[src/rtl/ram_ctrl_pkg.sv]
// Shared definitions for the RAM access controller.
// Holds the command opcode encoding, the controller state enum and the
// default address / data / block-length widths.
package ram_ctrl_pkg;

    localparam int ADDR_SIZE_DEF = 8;
    localparam int DATA_SIZE_DEF = 8;
    // One bit wider than the address, so a full 2^addr_size block is expressible.
    localparam int LEN_SIZE_DEF  = ADDR_SIZE_DEF + 1;

    typedef enum logic [1:0] {
        OP_READ  = 2'b00,
        OP_WRITE = 2'b01,
        OP_COPY  = 2'b10,
        OP_FILL  = 2'b11
    } op_e;

    typedef enum logic [3:0] {
        IDLE,
        RD,
        RD_WAIT,
        WR,
        CP_RD,
        CP_WAIT,
        CP_WR,
        FILL,
        FIN
    } state_e;

endpackage

[src/rtl/ram_blk_counter.sv]
// Block address/length tracker for COPY and FILL.
// Holds a source and destination address pair plus a shared down-counter of
// remaining words. load captures a new block; step advances both addresses
// (modulo 2^addr_size) and consumes one word.
// Ports:
//   clk, rst              clock, synchronous active-high reset
//   load                  capture src_in / dst_in / len_in
//   step                  advance to the next word
//   src_in, dst_in        block start addresses
//   len_in                block word count
//   src, dst              address of the current word
//   last                  exactly one word remains (the current one)
//   zero                  no words remain
module ram_blk_counter #(
    parameter int addr_size = 8,
    parameter int len_size  = 9
) (
    input  logic                 clk,
    input  logic                 rst,
    input  logic                 load,
    input  logic                 step,
    input  logic [addr_size-1:0] src_in,
    input  logic [addr_size-1:0] dst_in,
    input  logic [len_size-1:0]  len_in,
    output logic [addr_size-1:0] src,
    output logic [addr_size-1:0] dst,
    output logic                 last,
    output logic                 zero
);

    typedef logic [addr_size-1:0] addr_t;
    typedef logic [len_size-1:0]  len_t;

    addr_t src_reg;
    addr_t dst_reg;
    len_t  rem_reg;

    always_ff @(posedge clk) begin
        if (rst) begin
            src_reg <= '0;
            dst_reg <= '0;
            rem_reg <= '0;
        end else if (load) begin
            src_reg <= src_in;
            dst_reg <= dst_in;
            rem_reg <= len_in;
        end else if (step && (rem_reg != '0)) begin
            // Address overflow wraps naturally at addr_size bits.
            src_reg <= src_reg + addr_t'(1);
            dst_reg <= dst_reg + addr_t'(1);
            rem_reg <= rem_reg - len_t'(1);
        end
    end

    assign src  = src_reg;
    assign dst  = dst_reg;
    assign last = (rem_reg == len_t'(1));
    assign zero = (rem_reg == '0);

endmodule

[src/rtl/ram_access_ctrl.sv]
// Memory access controller between the CPU datapath and a data RAM with one
// cycle of read latency. Executes READ, WRITE, COPY and FILL commands
// received over a valid/ready handshake and sequences the RAM strobes.
// Ports:
//   clk, rst                      clock, synchronous active-high reset
//   cmd_valid / cmd_ready         command handshake (ready only when idle)
//   cmd_op                        00 READ, 01 WRITE, 10 COPY, 11 FILL
//   cmd_addr, cmd_addr2           address / COPY source, COPY destination
//   cmd_len, cmd_data             block length, write data / fill pattern
//   rsp_valid, rsp_data           READ result pulse and held data
//   done, busy                    completion pulse, not-idle flag
//   ram_*                         RAM write port, read port and read data
// All outputs are registered: each is computed from the next state and
// loaded on the same edge as the state register.
module ram_access_ctrl
    import ram_ctrl_pkg::*;
#(
    parameter int addr_size = ADDR_SIZE_DEF,
    parameter int data_size = DATA_SIZE_DEF,
    parameter int len_size  = LEN_SIZE_DEF
) (
    input  logic                 clk,
    input  logic                 rst,
    input  logic                 cmd_valid,
    output logic                 cmd_ready,
    input  logic [1:0]           cmd_op,
    input  logic [addr_size-1:0] cmd_addr,
    input  logic [addr_size-1:0] cmd_addr2,
    input  logic [len_size-1:0]  cmd_len,
    input  logic [data_size-1:0] cmd_data,
    output logic                 rsp_valid,
    output logic [data_size-1:0] rsp_data,
    output logic                 done,
    output logic                 busy,
    output logic                 ram_write_en,
    output logic [addr_size-1:0] ram_write_adress,
    output logic [data_size-1:0] ram_data_in,
    output logic                 ram_rd_en,
    output logic [addr_size-1:0] ram_rd_adress,
    input  logic [data_size-1:0] ram_data_out
);

    typedef logic [addr_size-1:0] addr_t;
    typedef logic [data_size-1:0] data_t;

    state_e state_reg, state_next;

    logic  rd_en_reg,     rd_en_next;
    addr_t rd_addr_reg,   rd_addr_next;
    logic  wr_en_reg,     wr_en_next;
    addr_t wr_addr_reg,   wr_addr_next;
    data_t data_in_reg,   data_in_next;
    logic  rsp_valid_reg, rsp_valid_next;
    data_t rsp_data_reg,  rsp_data_next;
    logic  done_reg,      done_next;
    logic  ready_reg;
    logic  busy_reg;

    logic  cnt_load;
    logic  cnt_step;
    addr_t cnt_src;
    addr_t cnt_dst;
    logic  cnt_last;
    logic  cnt_zero;

    ram_blk_counter #(
        .addr_size (addr_size),
        .len_size  (len_size)
    ) u_blk_counter (
        .clk    (clk),
        .rst    (rst),
        .load   (cnt_load),
        .step   (cnt_step),
        .src_in (cmd_addr),
        .dst_in (cmd_addr2),
        .len_in (cmd_len),
        .src    (cnt_src),
        .dst    (cnt_dst),
        .last   (cnt_last),
        .zero   (cnt_zero)
    );

    always_comb begin
        state_next     = state_reg;
        rd_en_next     = 1'b0;
        rd_addr_next   = rd_addr_reg;
        wr_en_next     = 1'b0;
        wr_addr_next   = wr_addr_reg;
        data_in_next   = data_in_reg;
        rsp_valid_next = 1'b0;
        rsp_data_next  = rsp_data_reg;
        done_next      = 1'b0;
        cnt_load       = 1'b0;
        cnt_step       = 1'b0;

        case (state_reg)
            IDLE: begin
                // cmd_ready is high exactly while IDLE, so valid alone accepts.
                if (cmd_valid) begin
                    cnt_load = 1'b1;
                    case (op_e'(cmd_op))
                        OP_READ: begin
                            state_next   = RD;
                            rd_en_next   = 1'b1;
                            rd_addr_next = cmd_addr;
                        end
                        OP_WRITE: begin
                            state_next   = WR;
                            wr_en_next   = 1'b1;
                            wr_addr_next = cmd_addr;
                            data_in_next = cmd_data;
                        end
                        OP_COPY: begin
                            if (cmd_len == '0) begin
                                state_next = FIN;
                                done_next  = 1'b1;
                            end else begin
                                state_next   = CP_RD;
                                rd_en_next   = 1'b1;
                                rd_addr_next = cmd_addr;
                            end
                        end
                        OP_FILL: begin
                            if (cmd_len == '0) begin
                                state_next = FIN;
                                done_next  = 1'b1;
                            end else begin
                                state_next   = FILL;
                                wr_en_next   = 1'b1;
                                wr_addr_next = cmd_addr;
                                data_in_next = cmd_data;
                            end
                        end
                    endcase
                end
            end
            RD: state_next = RD_WAIT;
            RD_WAIT: begin
                // RAM output is valid in this cycle; capture it for the response.
                state_next     = IDLE;
                rsp_valid_next = 1'b1;
                rsp_data_next  = ram_data_out;
                done_next      = 1'b1;
            end
            WR: begin
                state_next = IDLE;
                done_next  = 1'b1;
            end
            CP_RD: state_next = CP_WAIT;
            CP_WAIT: begin
                state_next   = CP_WR;
                wr_en_next   = 1'b1;
                wr_addr_next = cnt_dst;
                data_in_next = ram_data_out;
            end
            CP_WR: begin
                cnt_step = 1'b1;
                if (cnt_last || cnt_zero) begin
                    state_next = IDLE;
                    done_next  = 1'b1;
                end else begin
                    // Counter still points at the word just written.
                    state_next   = CP_RD;
                    rd_en_next   = 1'b1;
                    rd_addr_next = cnt_src + addr_t'(1);
                end
            end
            FILL: begin
                cnt_step = 1'b1;
                if (cnt_last || cnt_zero) begin
                    state_next = IDLE;
                    done_next  = 1'b1;
                end else begin
                    wr_en_next   = 1'b1;
                    wr_addr_next = cnt_src + addr_t'(1);
                end
            end
            FIN:     state_next = IDLE;
            default: state_next = IDLE;
        endcase
    end

    always_ff @(posedge clk) begin
        if (rst) begin
            state_reg     <= IDLE;
            rd_en_reg     <= 1'b0;
            rd_addr_reg   <= '0;
            wr_en_reg     <= 1'b0;
            wr_addr_reg   <= '0;
            data_in_reg   <= '0;
            rsp_valid_reg <= 1'b0;
            rsp_data_reg  <= '0;
            done_reg      <= 1'b0;
            ready_reg     <= 1'b1;
            busy_reg      <= 1'b0;
        end else begin
            state_reg     <= state_next;
            rd_en_reg     <= rd_en_next;
            rd_addr_reg   <= rd_addr_next;
            wr_en_reg     <= wr_en_next;
            wr_addr_reg   <= wr_addr_next;
            data_in_reg   <= data_in_next;
            rsp_valid_reg <= rsp_valid_next;
            rsp_data_reg  <= rsp_data_next;
            done_reg      <= done_next;
            ready_reg     <= (state_next == IDLE);
            busy_reg      <= (state_next != IDLE);
        end
    end

    assign cmd_ready        = ready_reg;
    assign busy             = busy_reg;
    assign rsp_valid        = rsp_valid_reg;
    assign rsp_data         = rsp_data_reg;
    assign done             = done_reg;
    assign ram_write_en     = wr_en_reg;
    assign ram_write_adress = wr_addr_reg;
    assign ram_data_in      = data_in_reg;
    assign ram_rd_en        = rd_en_reg;
    assign ram_rd_adress    = rd_addr_reg;

endmodule

[config.mk]
export PLATFORM = sky130hd
export DESIGN_NAME = ram_access_ctrl
export DESIGN_NICKNAME = d
export VERILOG_FILES = /design/src/rtl/ram_ctrl_pkg.sv /design/src/rtl/ram_blk_counter.sv /design/src/rtl/ram_access_ctrl.sv
export SDC_FILE = /design/constraint.sdc
export NUM_CORES = 1
export LEC_CHECK = 0
export CORE_AREA = 3 3 98 100
export DETAILED_ROUTE_END_ITERATION = 10
export DIE_AREA = 0 0 101 103
export HOLD_SLACK_MARGIN = 0.03
export PLACE_DENSITY = 0.65
export SYNTH_ARGS = -nofsm -noshare
export SYNTH_HDL_FRONTEND = slang
export SYNTH_SLANG_ARGS = --single-unit
[constraint.sdc]
create_clock -name clk -period 5.4 [get_ports clk]
set_input_delay 0.81 -clock clk [delete_from_list [all_inputs] [get_ports clk]]
set_output_delay 0.81 -clock clk [all_outputs]
set_load 0.05 [all_outputs]
==> results.yml <==
# yosys + openroad results
outcome:
  outcome: "complete, no violations"
route:
  drtAntennaViolNets: 0
  wl_met3_um: 573
  drt_first_pass_iters: 4
  via_per_inst: 5.43
  drt_iter0_drc: 196
  wl_per_cell_um: 16.2
  drt-met1-wl_um: 4650
  route.detailed.drc: 0
  top_layer: "met4"
clocking:
  cts_root_buf: "clkbuf_8"
  cts.sinks: 67
  cts_setup_buffers: 0
  cts_tree: "yes"
  cts_buffer_depth: 2
  cts_buffers: 9
  cts_resized: 0
  htreeDepth: 3
layout:
  area_share_nonclk_buffers_pct: 18.7
  flops: 67
  nClkBuffers: 13
  lay_top_count: "clkdlybuf4s50_1"
  nets: 539
  final-clk-cell-share_pct: 4.01
  inverters: 14
  drive_gt1_share_pct: 7.32
  logic_area_sq_mm: 0.00193
  comb_cells: 312
  n_all_buffers: 84
placement:
  dp_hpwl_um: 6760
  dpl-instance-area_sq_mm: 0.00429
  place_inst: 585
critical_path:
  path_cells: "nand3b_4 -> a31oi_2 -> nor2_4 -> a221oi_1 -> nor2_1"
  rr_startpoint: "state_reg[1]"
  end_kind: "flip-flop"
  crit_fanout: 26
  worstRegToRegCells: 5
  slowest_stage: "dfxtp_1"
  cp_slowest_stage_delay_ns: 1.02
  start_kind: "flip-flop"
  cp_num_buf_inv: 0
  r2r_setup_slack_ns: 2.76
  setup.worst_path.start: "state_reg[1]"
  crit_path_end: "u_blk_counter.rem_reg[0]"
final_timing:
  fin_tns_setup_ns: 0
  worstMarginPinSlew_ns: 1.06
  hold_ws_ns: 0.457
  setup_ws_ns: 2.76
  rsz0062_at_grt: "no"
  slew_violations: 0
  finalSetupViolCount: 0
  layout_min_cycle_time_ns: 2.64
  hold_viol: 0
synthesis:
  fp_nets: 472
  ys_types: 64
  netlist_instances: 421
  yosysWarnings: 0
  synth-edff-count: 0
  top_cells_by_count: "dfxtp_1 (67), nor2_1 (57), a21oi_1 (47)"
  ys_cells: 421
  synth_top_cell_by_count: "dfxtp_1"
  ys_sh_simple_pct: 23.4
  synth_seq_share_pct: 38.6
  ys.flops: 67
  ys_sh_adder_pct: 1.80
  top_cells_by_area: "dfxtp_1 (39%), a21oi_1 (6.8%), nor2_1 (6.2%)"
  synth.area.mux_share_pct: 4.03
  flop_cell: "dfxtp_1"
  aoi_share_pct: 24.4
  topCombFamilyByArea: "AND-OR/OR-AND gates"
  yosys.area.top_type_share_pct: 38.6
power:
  ir_worst_vdd_v: 0.000126
  power_leader: "registers"
  combPwrFrac_pct: 28.5
  power_w: 0.00138
  power.internal_w: 0.000896
  seqPwrFrac_pct: 43.2
  powerDensity_mw_per_mm2: 309
  p_comb_w: 0.000393
  p_clk_share_pct: 28.3
  switchingPower_w: 0.000483
floorplan:
  core_sq_mm: 0.00876
  initCoreUtil_pct: 39.7
  pin_count: 84
  nWellTaps: 108
global_routing:
  grt_overflow: 0
  grt_usage_pct: 18.9
  grt_use_met1_pct: 28.4
  use_met2_pct: 26.6
  gr-max-usage-layer: "met1"
  grt_start_max_net_pins: 59
  antenna_found_initial: 0
  grt_pass1_wl_um: 15600
min_path:
  hold_class: "reg2reg"
  min_delay_path_depth: 2
Wire density map:
Bar = 20 um. The die is cut into 20 by 21 equal tiles; dark blue is low, red is high, scaled to the fullest tile. Values are wire area over tile area, all layers added.
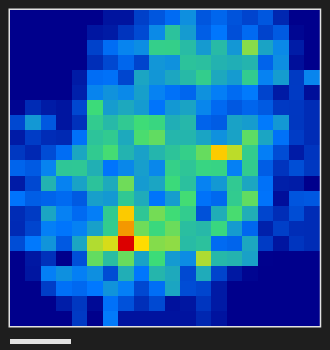
emptiest ninth of the die: top left
tiles over half the peak: 6.7%
mean over tiles: 0.15

M3 wires:
Bar = 20 um.
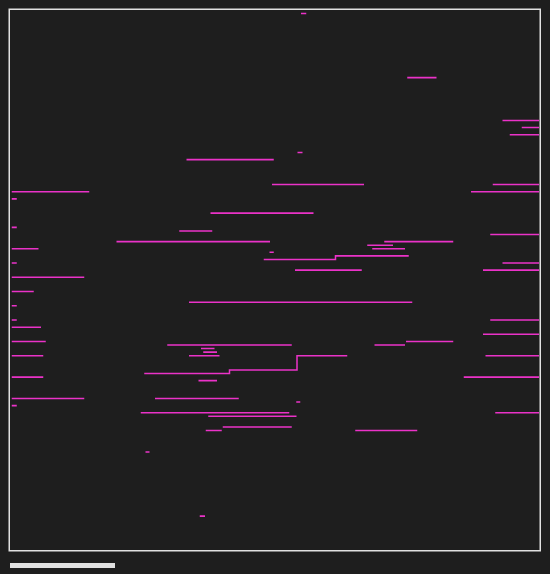
share of all routed wire: 5.9%
nets with wire on the layer: 48
DRT Wirelength: 9740 um
via count: 3260
GRT met3 Usage: 3.92%

Placement by cell class:
Fill, decap, tap and diode cells in gray.
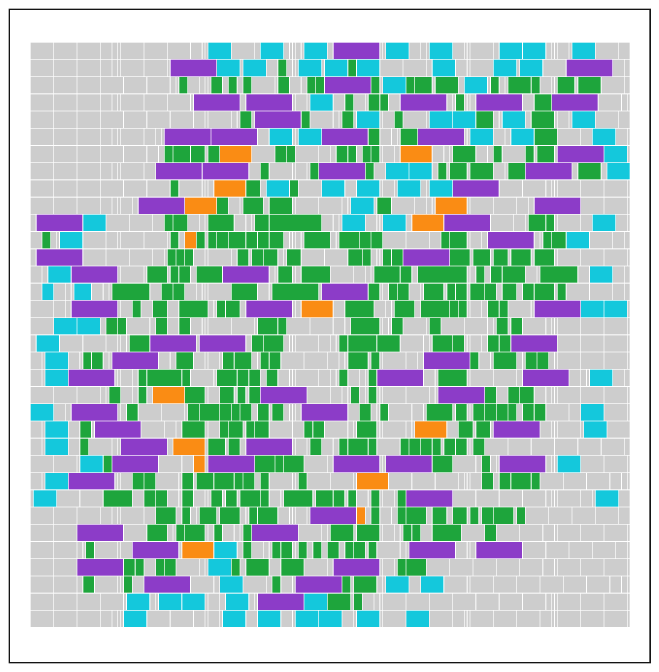
[purple] registers | cells: 67 | share of their area: 31%
[cyan] remaining buffers and delay cells | cells: 84 | share of their area: 19%
[orange] clock drivers and dummy loads | cells: 15 | share of their area: 4.1%
[green] remaining logic cells | cells: 326 | share of their area: 46%
Final Core Density: 51.0%
Seq/total area: 30.0%
Final Instance Area: 0.00447 sq mm
FP Rows: 34

No activity file was given, so power comes from the tool's default toggle rates.
